==> config.mk <==
export PLATFORM = sky130hd
export DESIGN_NAME = synch_fifo_thr
export DESIGN_NICKNAME = d
export VERILOG_FILES = /design/src/rtl/synch_fifo_thr.sv
export SDC_FILE = /design/constraint.sdc
export NUM_CORES = 1
export LEC_CHECK = 0
export ABC_AREA = 1
export CORE_MARGIN = 2
export CORE_UTILIZATION = 45
export CTS_BUF_LIST = sky130_fd_sc_hd__clkbuf_8
export DETAILED_ROUTE_END_ITERATION = 8
export PLACE_DENSITY = 0.67
export SLEW_MARGIN = 20
export SYNTH_ARGS = -nofsm -noshare
export SYNTH_HDL_FRONTEND = slang
export SYNTH_SLANG_ARGS = --single-unit
==> constraint.sdc <==
create_clock -name clk -period 4.2 [get_ports clk]
set_input_delay 0.42 -clock clk [delete_from_list [all_inputs] [get_ports clk]]
set_output_delay 0.42 -clock clk [all_outputs]
set_load 0.01 [all_outputs]
Fig. 1: wires at chosen ports, followed through buffers
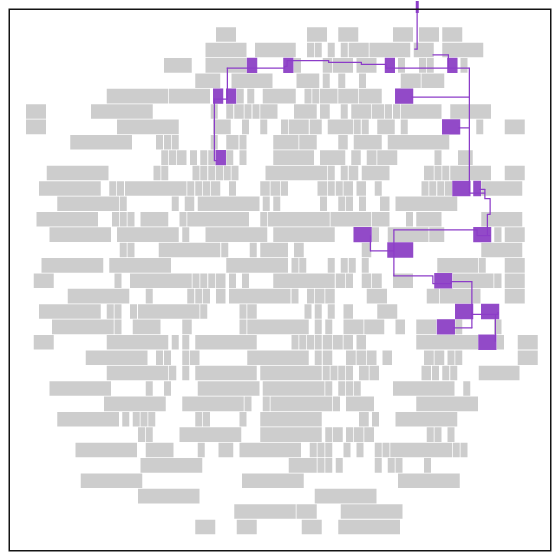
Key: `rst` = purple [bits 1, direction input, end cells 19, buffers 1, wire 194 um]
buffers added on ports: 30
Top Ports: 31

Fig. 2: clock network drawn from the DEF
Scale bar: 20 um.
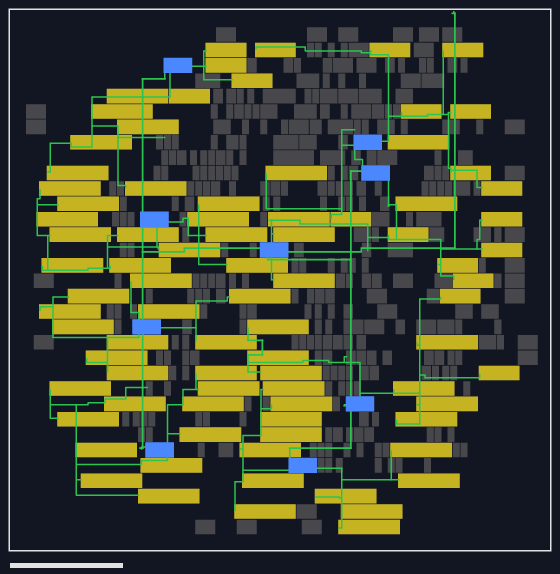
Key: flip-flops = yellow [count 83]; clock-net drivers = blue [count 9]; clock wires = green [length 999 um]
Position of the flops: all over the die. There are 10 routed clock nets.
clock network fraction of design power: 25.6%
clock skew: 0.0130 ns
clk_lat worst skew: 0.36 ns

Fig. 3: gate families picked out
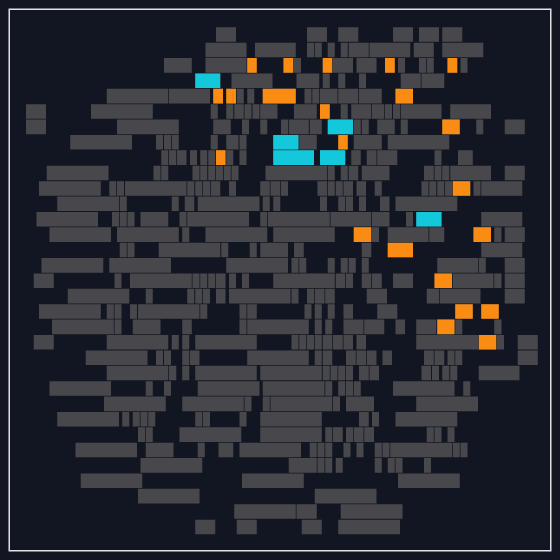
Key: aoi and oai cells = orange [cells 22]; fa/ha/maj cells = cyan [cells 6, where top middle]
share of cell area taken by multi-input logic gates: 25.9%
most common cell after layout, fill and taps aside: sky130_fd_sc_hd__nand2_1
post-route non-filler standard cell count: 515

Fig. 4: wiring by layer
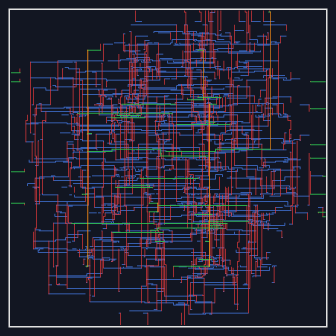
Key: M1 = blue [wire length 3640 um]; M3 = green [wire length 398 um]; M4 = orange [wire length 173 um]; M2 = red [wire length 3180 um]
aggregate routed wire length: 7390 um
DR vias: 2501

==> results.yml <==
# synthesis and place-and-route metrics
power:
  p_comb_share_pct: 24.1
  pg_comb_uw: 444
  power.clock.total_uw: 472
  vdd_drop_max_mv: 0.180
  power.density_nw_per_um2: 433
  pwr-share-seq_pct: 50.4
timing:
  post-route-min-period_ns: 3.37
  timing.final.max_slew_violations: 0
  finalHoldViolations: 0
global_routing:
  global_route.usage.met3_pct: 2.92
  global_route.usage.met1_pct: 26.9
  initial_antenna_violation_count: 0
  track_usage_pct: 18.1
synthesis:
  postSynthAreaPerCell_um2: 9.99
  syn_nets: 395
  synth.logic.top_family: "simple AND/OR/NAND/NOR gates"
  mappedNetlistArea_um2: 3760
  share_of_the_synthesized_netlist_area_taken_by_xor_and_xnor_gates_pct: 1.40
  synth.yosys.chip_area_um2: 3760
critical_path:
  worst_r2r_path_depth: 10
  setup_crit_start_kind: "flip-flop"
  worstSetupPathDepth: 8
floorplanning:
  die-area_um2: 9110
  nWellTaps: 105
  die_y_um: 95.5
  row_count: 33
  fp.dieW_um: 95.5
final_layout:
  num-nonclk-buffers: 33
  dominant_cells: "sequential cells"
  clock_network_area_fraction_pct: 3.49
  utilization_pct: 52.2
  fin_nets: 424
  area_growth_pct: 13.3
  inverters_excl_clock: 67
  number_of_clock_buffers_in_the_layout: 9
place:
  pre_cts_ws_ns: 1.21
  dpl_cell_area_um2: 4120
  placed_cells: 500
clock_tree:
  clock_tree_from_tritoncts: "done"
  postCtsSetupBuffers: 0
  hold_bufs_inserted_after_cts: 0
detailed_routing:
  postRouteAntennaNets: 0
run_status:
  status: "completed"
-- metal layers --
metal,wire length (um),vias to the layer above
met2,3180,73
met3,397,15
met1,3640,1156
met4,173,0
met5,0,-
li1,-,1257
-- synth_stat cells, drive strengths merged --
| master | count |
|---|---|
| buf | 14 |
| dfxtp | 19 |
| ha | 5 |
| clkinv | 1 |
| nor3 | 1 |
| fa | 1 |
| nand3 | 50 |
| nand2 | 115 |
| clkbuf | 1 |
| edfxtp | 64 |
| xor2 | 5 |
| inv | 66 |
| nor2 | 12 |
| a211oi | 1 |
| o21ai | 3 |
| xnor2 | 1 |
| a21oi | 18 |
Power and IR drop assume default switching activity.
